--- src/rtl/seq_restoring_divider_if.sv ---
// seq_restoring_divider_if: start/done handshake, operands and results of the sequential divider
interface seq_restoring_divider_if #(parameter int WIDTH = 4);
  logic start;
  logic [WIDTH-1:0] dividend;
  logic [WIDTH-1:0] divisor;
  logic busy;
  logic done;
  logic [WIDTH-1:0] quotient;
  logic [WIDTH-1:0] remainder;
  logic div_by_zero;
  modport master(
    output start, dividend, divisor,
    input busy, done, quotient, remainder, div_by_zero
  );
  modport slave(
    input start, dividend, divisor,
    output busy, done, quotient, remainder, div_by_zero
  );
endinterface

--- src/rtl/seq_restoring_divider.sv ---
// seq_restoring_divider: unsigned restoring divider, one quotient bit per clock
module seq_restoring_divider #(parameter int WIDTH = 4) (
  input logic clk,
  input logic rst_n,
  seq_restoring_divider_if.slave bus
);
  localparam int CW = $clog2(WIDTH);
  localparam logic [1:0] IDLE = 2'd0;
  localparam logic [1:0] CALC = 2'd1;
  localparam logic [1:0] DONE = 2'd2;
  logic [1:0] state;
  logic [WIDTH-1:0] q, d, r;
  logic [CW-1:0] cnt;
  logic [WIDTH-1:0] quotient, remainder;
  logic div_by_zero;
  logic [WIDTH:0] shifted, trial;
  logic [WIDTH-1:0] q_next, r_next;
  logic accept, last;
  // A kept remainder is always below D, so its top bit is zero and only WIDTH bits are stored
  always_comb begin
    shifted = {r, q[WIDTH-1]};
    trial = shifted - {1'b0, d};
    q_next = {q[WIDTH-2:0], ~trial[WIDTH]};
    r_next = trial[WIDTH] ? shifted[WIDTH-1:0] : trial[WIDTH-1:0];
    accept = bus.start && (state != CALC);
    last = cnt == CW'(WIDTH - 1);
  end
  always_ff @(posedge clk or negedge rst_n) begin
    if (!rst_n) begin
      state <= IDLE;
      q <= '0;
      d <= '0;
      r <= '0;
      cnt <= '0;
      quotient <= '0;
      remainder <= '0;
      div_by_zero <= 1'b0;
    end else if (accept) begin
      q <= bus.dividend;
      d <= bus.divisor;
      r <= '0;
      cnt <= '0;
      state <= (bus.divisor == '0) ? DONE : CALC;
      if (bus.divisor == '0) begin
        quotient <= '1;
        remainder <= bus.dividend;
        div_by_zero <= 1'b1;
      end
    end else if (state == CALC) begin
      q <= q_next;
      r <= r_next;
      cnt <= cnt + 1'b1;
      if (last) begin
        state <= DONE;
        quotient <= q_next;
        remainder <= r_next;
        div_by_zero <= 1'b0;
      end
    end else if (state == DONE) begin
      state <= IDLE;
    end
  end
  assign bus.busy = state == CALC;
  assign bus.done = state == DONE;
  assign bus.quotient = quotient;
  assign bus.remainder = remainder;
  assign bus.div_by_zero = div_by_zero;
endmodule

--- src/flat_wrapper.sv ---
// flat-port wrapper written by rule: the top's interface ports become plain ports
module seq_restoring_divider_flat 
#(parameter int WIDTH = 4)
  (clk, rst_n, bus_start, bus_dividend, bus_divisor, bus_busy, bus_done, bus_quotient, bus_remainder, bus_div_by_zero);
  seq_restoring_divider_if #(.WIDTH(WIDTH)) bus_i ();
  input logic clk;
  input logic rst_n;
  input wire logic [$bits(bus_i.start)-1:0] bus_start;
  input wire logic [$bits(bus_i.dividend)-1:0] bus_dividend;
  input wire logic [$bits(bus_i.divisor)-1:0] bus_divisor;
  output wire logic [$bits(bus_i.busy)-1:0] bus_busy;
  output wire logic [$bits(bus_i.done)-1:0] bus_done;
  output wire logic [$bits(bus_i.quotient)-1:0] bus_quotient;
  output wire logic [$bits(bus_i.remainder)-1:0] bus_remainder;
  output wire logic [$bits(bus_i.div_by_zero)-1:0] bus_div_by_zero;
  assign bus_i.start = bus_start;
  assign bus_i.dividend = bus_dividend;
  assign bus_i.divisor = bus_divisor;
  assign bus_busy = bus_i.busy;
  assign bus_done = bus_i.done;
  assign bus_quotient = bus_i.quotient;
  assign bus_remainder = bus_i.remainder;
  assign bus_div_by_zero = bus_i.div_by_zero;
  seq_restoring_divider #(.WIDTH(WIDTH)) u_core (.clk(clk), .rst_n(rst_n), .bus(bus_i));
endmodule
--- config.mk ---
export PLATFORM = sky130hd
export DESIGN_NAME = seq_restoring_divider_flat
export DESIGN_NICKNAME = d
export VERILOG_FILES = /design/src/rtl/seq_restoring_divider_if.sv /design/src/rtl/seq_restoring_divider.sv /design/src/flat_wrapper.sv
export SDC_FILE = /design/constraint.sdc
export NUM_CORES = 1
export LEC_CHECK = 0
export CAP_MARGIN = 20
export CORE_MARGIN = 1.5
export CORE_UTILIZATION = 30
export CTS_BUF_LIST = sky130_fd_sc_hd__clkbuf_8
export CTS_CLUSTER_DIAMETER = 150
export DETAILED_ROUTE_END_ITERATION = 8
export PLACE_DENSITY = 0.58
export SYNTH_ARGS = -nofsm -noshare
export SYNTH_HDL_FRONTEND = slang
export SYNTH_SLANG_ARGS = --single-unit
--- constraint.sdc ---
create_clock -name clk -period 2.9 [get_ports clk]
set_input_delay 0.58 -clock clk [delete_from_list [all_inputs] [get_ports clk]]
set_output_delay 0.58 -clock clk [all_outputs]
set_load 0.03 [all_outputs]
==> impl_metrics.json <==
{
  "status": "finished clean",
  "fin_worst_skew_ns": 0.00525,
  "p_sw_frac": 0.451,
  "clock_buffer_count": 3,
  "finalWorstSetupSlack_ns": 0.597,
  "finalHoldViolCount": 0,
  "syn_inst": 148,
  "floorplan.die.width_um": 72.2,
  "critPathLaunch": "bus_start",
  "worstSetupEndpointType": "flip-flop",
  "buffers_inverters_on_critical_path": 1,
  "top_power_group": "combinational logic",
  "cp_slowest_stage_delay_ns": 0.70,
  "grt_start_max_net_pins": 26,
  "clock_power_w": 0.000221,
  "post_route_wl_mm": 3.01,
  "yosysWarnings": 0,
  "global_route.peak_usage_layer": "met2",
  "top_logic_cells_by_instance_count_in_the_layout": "dfrtp_1, clkdlybuf4s50_1, nand2_1",
  "pwr_dens_mw_per_mm2": 1240,
  "diodes": 0,
  "share_of_layout_cells_above_drive_strength_1": 0.135,
  "pwr-share-seq": 0.300,
  "grt_util_met1": 0.165,
  "hold_depth": 1,
  "worstReg2RegEnd": "u_core.bus.remainder[3]",
  "critical_path.startpoint_type": "primary input",
  "critical_path.max_fanout": 13,
  "areaGrowthSynthToFinish_pct": 20.7,
  "postSynthAreaPerCell_um2": 9.70,
  "dr_wl_met2_mm": 1.42,
  "ir_drop_uv": 371,
  "most_repeated_cell_in_the_gate_level_netlist_after_synthesis": "dfrtp_1",
  "wl_on_met1_mm": 1.45,
  "timing.critical_path.max_delay_family": "AND-OR/OR-AND gates",
  "mapped_area_mm2": 0.00144,
  "rows": 24,
  "synth_stat.cells": 148,
  "topCellsByArea": "dfrtp_1, ha_1, nand2_1, nor2_1, o21ai_0",
  "achievable-frequency_ghz": 0.434,
  "floorplan.io_pins": 22,
  "critical-path-slowest-cell": "clkdlybuf4s50_1",
  "cts_made_buffers": 3,
  "path_depth": 5,
  "critical_path_class": "in -> reg",
  "worstHoldEndpoint": "u_core.bus.quotient[0]",
  "area.sequential_um2": 626,
  "worst_setup_hold_path_clk_slew_ns": 0.10,
  "comb_cells": 107,
  "synth.distinct_cells": 34,
  "worstPathArrival_ns": 2.48,
  "finish.cell_count_without_fillers": 222,
  "tool_warnings": 27,
  "drc": 0,
  "dp_slack_ns": 0.316,
  "route.detailed.vias_per_inst": 5.03,
  "cts_hold_buffers": 0,
  "cts_root_buf": "clkbuf_8",
  "ys.flops": 25,
  "required_time_at_the_endpoint_of_the_critical_path_ns": 3.07,
  "signal_buffer_area_fraction": 0.139,
  "number_of_antenna_violations_at_the_first_check_in_global_routing": 0,
  "drtPass1Iterations": 4,
  "seq_total_area": 0.361,
  "grt_pass1_wl_mm": 5.08,
  "gp_routability_congestion": 0.877,
  "fin_total_pwr_w": 0.00216,
  "common_cells": "dfrtp_1, nand2_1, nor2_1, o21ai_0",
  "number_of_ordinary_and_repair_buffers_in_the_finished_layout": 25,
  "placed_cells": 218,
  "synth-edff-count": 0,
  "hpwl_mm": 2.33,
  "internal_power_w": 0.00118,
  "highest_layer": "met4",
  "route.detailed.wl_per_inst_um": 13.6,
  "p_switching_w": 0.000973,
  "critical_path.cell_chain": "clkdlybuf4s50_1, nand2b_1, o21ai_4, a21boi_0, a2bb2oi_1",
  "hold_path_startpoint": "u_core.bus.quotient[0]",
  "clockNetworkAreaShare": 0.0282,
  "yosys-mux-area-fraction": 0.0427,
  "yosys_simple_share": 0.173,
  "cts.repair_timing.setup_buffer_count": 0,
  "min-delay-path-class": "reg -> reg",
  "num_tap_cells": 52,
  "postSynth.topFlopCell": "dfrtp_1",
  "die_height_um": 72.2,
  "final_layout_top_logic_cell": "dfrtp_1"
}
Fig. 1: nets reached from selected ports
Scale: 4 px per µm.
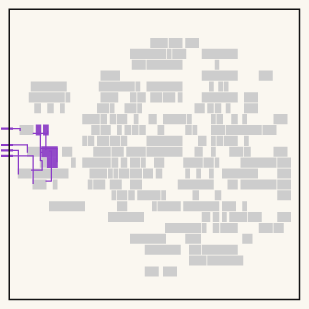
- bus_divisor: purple (bits 4; direction input; edge west; end cells 5; buffers 4; wire 67.1 µm)

Fig. 2: clock wiring as the flow saved it
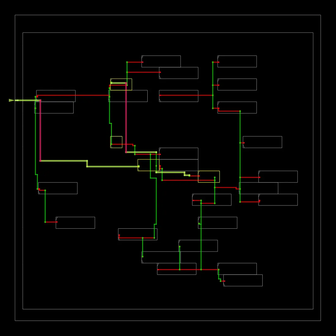
Insertion Delay late pin: 0.28 ns
Sinks on Clock Net: 25
Flops: 25

Fig. 3: placement density heat map
Scale: 4 px per µm. 7 x 7 tiles, from dark purple (low) to yellow (high), 0 to 100% covered.
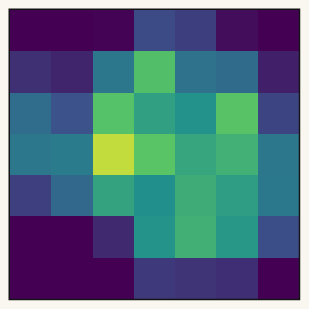
- tiles over 75% full: 2.0%
- fullest tile: 91%
- nearly empty tiles: 20%
- emptiest ninth of the die: south-west
- mean over tiles: 32%
- densest ninth of the die: centre
floorplan core area: 0.00447 mm²
final core utilization: 0.387
core utilization before placement: 0.321

Fig. 4: drive-strength map
Scale: 6 px per µm.
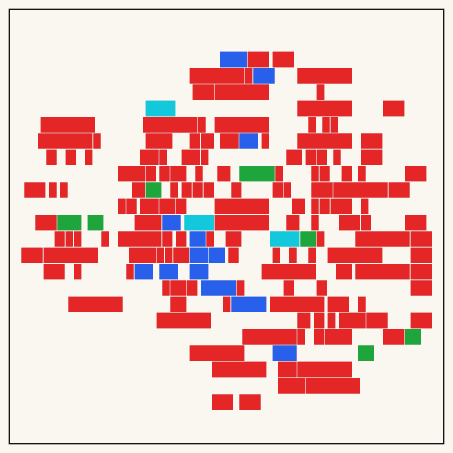
- x3 and x4: green (cells 7; most used buf_4)
- x2: blue (cells 13; most used o21ai_2)
- x1 and smaller: red (cells 147; most used dfrtp_1)
- x6 and larger: cyan (cells 3; most used clkbuf_8)

No activity file was given, so power comes from the tool's default toggle rates.
